met1.png
(4 px per um) Supply wires on this layer in gray.
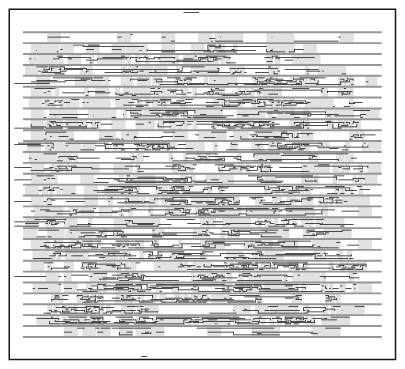
port_nets.png
(3 px per um)
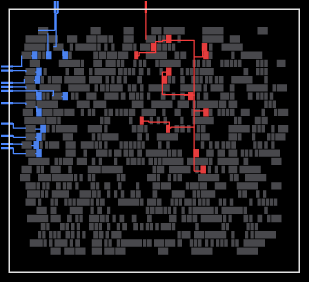
cell_classes.png
(4 px per um)
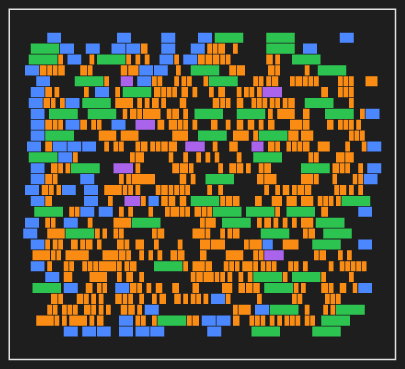
density.png
(4 px per um) The die is cut into 10 by 9 equal tiles; dark blue is low, red is high, 0 to 100% covered.
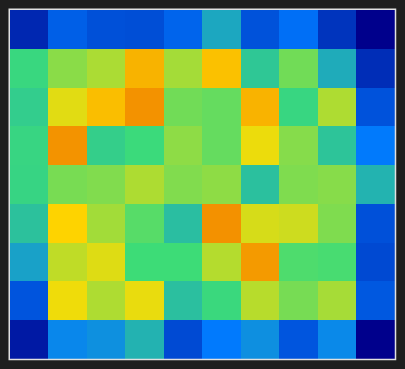
final_placement.png
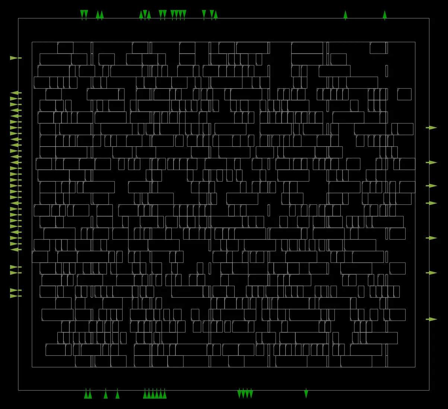
==> config.mk <==
export PLATFORM = sky130hd
export DESIGN_NAME = fb_rect_writer
export DESIGN_NICKNAME = d
export VERILOG_FILES = /design/src/rtl/fb_rect_writer_pkg.sv /design/src/rtl/fb_raster_counter.sv /design/src/rtl/fb_rect_writer.sv
export SDC_FILE = /design/constraint.sdc
export NUM_CORES = 1
export LEC_CHECK = 0
export ABC_AREA = 1
export CORE_ASPECT_RATIO = 0.9
export CORE_MARGIN = 3
export CORE_UTILIZATION = 45
export CTS_BUF_LIST = sky130_fd_sc_hd__clkbuf_4 sky130_fd_sc_hd__clkbuf_8
export DETAILED_ROUTE_END_ITERATION = 7
export PLACE_DENSITY_LB_ADDON = 0.05
export SETUP_SLACK_MARGIN = 0.15
export SLEW_MARGIN = 20
export SYNTH_ARGS = -nofsm -noshare
export SYNTH_HDL_FRONTEND = slang
export SYNTH_HIERARCHICAL = 1
export SYNTH_SLANG_ARGS = --single-unit
==> constraint.sdc <==
create_clock -name clk -period 4.3 [get_ports clk]
set_input_delay 0.86 -clock clk [delete_from_list [all_inputs] [get_ports clk]]
set_output_delay 0.86 -clock clk [all_outputs]
set_load 0.05 [all_outputs]
==> src/rtl/fb_rect_writer_pkg.sv <==
// Shared definitions for the frame-buffer rectangle fill engine.
// Frame geometry, colour field layout and FSM state encoding.
package fb_rect_writer_pkg;

  localparam int COL_BITS     = 7;
  localparam int ROW_BITS     = 7;
  localparam int COLOR_BITS   = 12;
  localparam int FB_ADDR_BITS = COL_BITS + ROW_BITS;

  localparam int FIELD_BITS = 4;
  localparam logic [3:0] RED_LSB   = 4'd8;
  localparam logic [3:0] GREEN_LSB = 4'd4;
  localparam logic [3:0] BLUE_LSB  = 4'd0;

  localparam logic [1:0] ST_IDLE = 2'd0;
  localparam logic [1:0] ST_FILL = 2'd1;
  localparam logic [1:0] ST_DONE = 2'd2;

  typedef enum logic [1:0] {
    IDLE = ST_IDLE,
    FILL = ST_FILL,
    DONE = ST_DONE
  } state_t;

  function automatic logic [FIELD_BITS-1:0] color_field(
    input logic [COLOR_BITS-1:0] c,
    input logic [3:0]            lsb
  );
    return c[lsb +: FIELD_BITS];
  endfunction

endpackage

==> src/rtl/fb_raster_counter.sv <==
// Raster-order col/row walker over a loaded rectangle [xl..xh]x[yl..yh].
// Ports: clk, reset, load + bounds, adv, col/row position, last-pixel flag.
module fb_raster_counter
  import fb_rect_writer_pkg::*;
(
  input  logic                clk,
  input  logic                reset,
  input  logic                load,
  input  logic                adv,
  input  logic [COL_BITS-1:0] xl,
  input  logic [COL_BITS-1:0] xh,
  input  logic [ROW_BITS-1:0] yl,
  input  logic [ROW_BITS-1:0] yh,
  output logic [COL_BITS-1:0] col,
  output logic [ROW_BITS-1:0] row,
  output logic                last
);

  logic [COL_BITS-1:0] xl_q;
  logic [COL_BITS-1:0] xh_q;
  logic [ROW_BITS-1:0] yh_q;

  assign last = (col == xh_q) && (row == yh_q);

  // Holding at the last pixel keeps a full-frame walk from wrapping.
  always_ff @(posedge clk) begin
    if (reset) begin
      col  <= '0;
      row  <= '0;
      xl_q <= '0;
      xh_q <= '0;
      yh_q <= '0;
    end else if (load) begin
      col  <= xl;
      row  <= yl;
      xl_q <= xl;
      xh_q <= xh;
      yh_q <= yh;
    end else if (adv && !last) begin
      if (col == xh_q) begin
        col <= xl_q;
        row <= row + 1'b1;
      end else begin
        col <= col + 1'b1;
      end
    end
  end

endmodule

==> src/rtl/fb_rect_writer.sv <==
// Solid-colour rectangle fill into the 128x128 frame memory.
// Ports: start/x0/y0/x1/y1/color command, wr_* memory port, busy/done.
module fb_rect_writer
  import fb_rect_writer_pkg::*;
(
  input  logic                    clk,
  input  logic                    reset,
  input  logic                    start,
  input  logic [COL_BITS-1:0]     x0,
  input  logic [ROW_BITS-1:0]     y0,
  input  logic [COL_BITS-1:0]     x1,
  input  logic [ROW_BITS-1:0]     y1,
  input  logic [COLOR_BITS-1:0]   color,
  input  logic                    wr_grant,
  output logic                    wr_en,
  output logic [FB_ADDR_BITS-1:0] wr_address,
  output logic [COLOR_BITS-1:0]   wr_data,
  output logic                    busy,
  output logic                    done
);

  state_t state;

  logic [COL_BITS-1:0] xl;
  logic [COL_BITS-1:0] xh;
  logic [ROW_BITS-1:0] yl;
  logic [ROW_BITS-1:0] yh;
  logic [COL_BITS-1:0] col;
  logic [ROW_BITS-1:0] row;
  logic                last;
  logic                load;
  logic                adv;

  assign xl = (x0 < x1) ? x0 : x1;
  assign xh = (x0 < x1) ? x1 : x0;
  assign yl = (y0 < y1) ? y0 : y1;
  assign yh = (y0 < y1) ? y1 : y0;

  assign load = (state == IDLE) && start;
  assign adv  = (state == FILL) && wr_grant;

  fb_raster_counter u_cnt (
    .clk   (clk),
    .reset (reset),
    .load  (load),
    .adv   (adv),
    .xl    (xl),
    .xh    (xh),
    .yl    (yl),
    .yh    (yh),
    .col   (col),
    .row   (row),
    .last  (last)
  );

  // col/row are flops, so the address is register-driven.
  assign wr_address = {row, col};

  always_ff @(posedge clk) begin
    if (reset) begin
      state   <= IDLE;
      wr_en   <= 1'b0;
      busy    <= 1'b0;
      done    <= 1'b0;
      wr_data <= '0;
    end else begin
      unique case (state)
        IDLE: begin
          done <= 1'b0;
          if (start) begin
            wr_data <= color;
            wr_en   <= 1'b1;
            busy    <= 1'b1;
            state   <= FILL;
          end
        end
        FILL: begin
          if (wr_grant && last) begin
            wr_en <= 1'b0;
            busy  <= 1'b0;
            done  <= 1'b1;
            state <= DONE;
          end
        end
        DONE: begin
          done  <= 1'b0;
          state <= IDLE;
        end
        default: begin
          wr_en <= 1'b0;
          busy  <= 1'b0;
          done  <= 1'b0;
          state <= IDLE;
        end
      endcase
    end
  end

endmodule

==> flow_metrics.env <==
# implementation run metrics
export IMPL_antenna_found_initial=0
export IMPL_synth_cell_type_count=28
export IMPL_grt_remaining_overflow=0
export IMPL_reg_to_reg_slack_setup_ns=2.12
export IMPL_ctsHoldBuffers=0
export IMPL_worst_path_largest_cell_delay_ns=0.51
export IMPL_ir_worst_vdd_mv=0.137
export IMPL_globalplace_congestion=0.874
export IMPL_core_area_mm2=0.00683
export IMPL_drv_cap=0
export IMPL_finClkSkew_ns=0.00692
export IMPL_crit_chain="clkdlybuf4s50_1 -> inv_1 -> ha_1 -> nand2_1 -> inv_2 -> a21oi_4 -> nand2_4 -> nand2_1 -> nand2_1 -> nand2_1 -> inv_1 -> a21oi_1 -> o21ai_0 -> nor2_1 -> nor2_1"
export IMPL_clk_path_buf_depth=2
export IMPL_cpLargestDelayFamily="buffers and inverters"
export IMPL_timing_rr_end="u_cnt/row[0]"
export IMPL_drive_gt1_share_pct=5.66
export IMPL_grt_usage_pct=20.6
export IMPL_grt_setup_unrepaired="false"
export IMPL_critPathKind="input pin to register"
export IMPL_grt_max_degree=36
export IMPL_chip_area_mm2=0.00838
export IMPL_detail_route_vias_per_cell=4.86
export IMPL_dieWidth_um=96.2
export IMPL_detailed_placement_wirelength_estimate_um=6180
export IMPL_dieHeight_um=87.2
export IMPL_maxSlewViolCount=0
export IMPL_mostFrequentLayoutCell="sky130_fd_sc_hd__nand2_1"
export IMPL_worst_endpoint_required_ns=4.52
export IMPL_p_per_area_mw_per_mm2=340
export IMPL_drcViolationCount=0
export IMPL_crit_arrival_ns=3.08
export IMPL_detailedRoute_firstPassIterationCount=4
export IMPL_grt_pass1_vias=2922
export IMPL_crit_fanout=15
export IMPL_holdPathEnd="u_cnt/xl_q[1]"
export IMPL_hold_ws_ns=0.477
export IMPL_hold_violations=0
export IMPL_yosys_stat_area_mm2=0.00329
export IMPL_top_area_cell="sky130_fd_sc_hd__dfxtp_1"
export IMPL_result_of_the_run="finished clean"
export IMPL_power_w=0.00139
export IMPL_clkLatencyLatePin_ns=0.32
## Picture notes: met1.png
longest straight run: 30.4 um
share of all routed wire: 52%
main direction: horizontal
met1 global-route usage: 31.1%
detailed-route via count: 3,268
Routed Wire Length: 8210 um

## Picture notes: port_nets.png
| port | color | bits | direction | end cells | buffers | wire |
|---|---|---|---|---|---|---|
| `reset` | red | 1 | input | 13 | 1 | 131 um |
| `color` | blue | 12 | input | 12 | 12 | 111 um |
Port-buffer cells: 72
count of boundary I/O pins: 73

## Picture notes: cell_classes.png
| class | color | cells |
|---|---|---|
| all other logic | orange | 450 |
| other buffers and delay cells | blue | 74 |
| clock drivers and dummy loads | purple | 8 |
| flops | green | 51 |

## Picture notes: density.png
mean over tiles: 47%
emptiest ninth of the die: top right
nearly empty tiles: 2.2%
tiles over 75% full: 10%
fullest tile: 84%

## Picture notes: final_placement.png
row count: 28
Seq/total area: 25.0%

cell usage after synthesis, drive strengths merged (3+ instances only):
master	n
ha	14
xnor2	6
nand3b	3
nand2	180
a22oi	3
nand3	39
o21ai	36
clkbuf	7
nor3	3
dfxtp	51
inv	57
xor2	6
a21oi	28
nor2	72
buf	15
worst register-to-register path: stages (launching register included):
cell	delay, ns
sky130_fd_sc_hd__dfxtp_1	0.35
sky130_fd_sc_hd__inv_1	0.05
sky130_fd_sc_hd__nand3_1	0.32
sky130_fd_sc_hd__inv_1	0.11
sky130_fd_sc_hd__inv_1	0.37
sky130_fd_sc_hd__buf_4	0.36
sky130_fd_sc_hd__nand2_4	0.19
sky130_fd_sc_hd__nand2_4	0.16
sky130_fd_sc_hd__nand2_1	0.07
sky130_fd_sc_hd__nand2_1	0.06
sky130_fd_sc_hd__nor2_1	0.05
flip-flops by register name (all words and copies together) (netlist names):
signal and count:
u_cnt/yh_q 7, u_cnt/xh_q 7, u_cnt/row 7, busy 1, u_cnt/col 7, u_cnt/xl_q 7, done 1, state 2
wr_data 12
power breakdown:
part	total [W]	switching, W	internal, W
logic	0.000528	0.000333	0.000196
registers	0.000558	0.0000404	0.000518
clock network	0.000307	0.000185	0.000121
total	0.00139	0.000558	0.000834
cell families after synthesis:
group | after synthesis | synth area share [%]
simple gates | 297 | 37.7
buf+inv | 79 | 11.1
compound gates | 70 | 11.8
flops | 51 | 31.0
fa+ha+maj | 14 | 5.32
xor+xnor | 12 | 3.19
per-layer routing:
metal	share of wire (%)	global-route usage [%]	routed length (um)
met1	52	31.1	4300
met2	40	28.3	3300
met3	6.6	6.22	543
met4	0.73	4.65	60
met5	0	0	0
worst max path at each step:
stage,endpoint,cells after the start,from
floorplan,u_cnt/col[4],15,x1[6]
finish,u_cnt/col[4],15,x1[6]
global placement,u_cnt/col[4],15,x1[4]
global route,u_cnt/col[4],15,x1[4]
detailed placement,u_cnt/col[4],15,x1[4]
CTS,u_cnt/col[4],15,x1[4]
through the flow:
stage,instance area [um2],instances
4_1_cts,4090,673
6_report,4090,673
3_5_place_dp,3990,665
2_1_floorplan,3290,523
3_3_place_gp,3990,665
5_1_grt,4090,673
area by class of cell:
cell class | count | area [um2]
Inverter | 57 | 214
Clock buffer | 5 | 68.8
Multi-Input combinational cell | 393 | 1910
Sequential cell | 51 | 1020
Tap cell | 90 | 113
Timing Repair Buffer | 74 | 736
Clock inverter | 3 | 28.8
Fill cell | 701 | 2740
Power figures rest on the tool's default switching activity, not on a simulated workload.
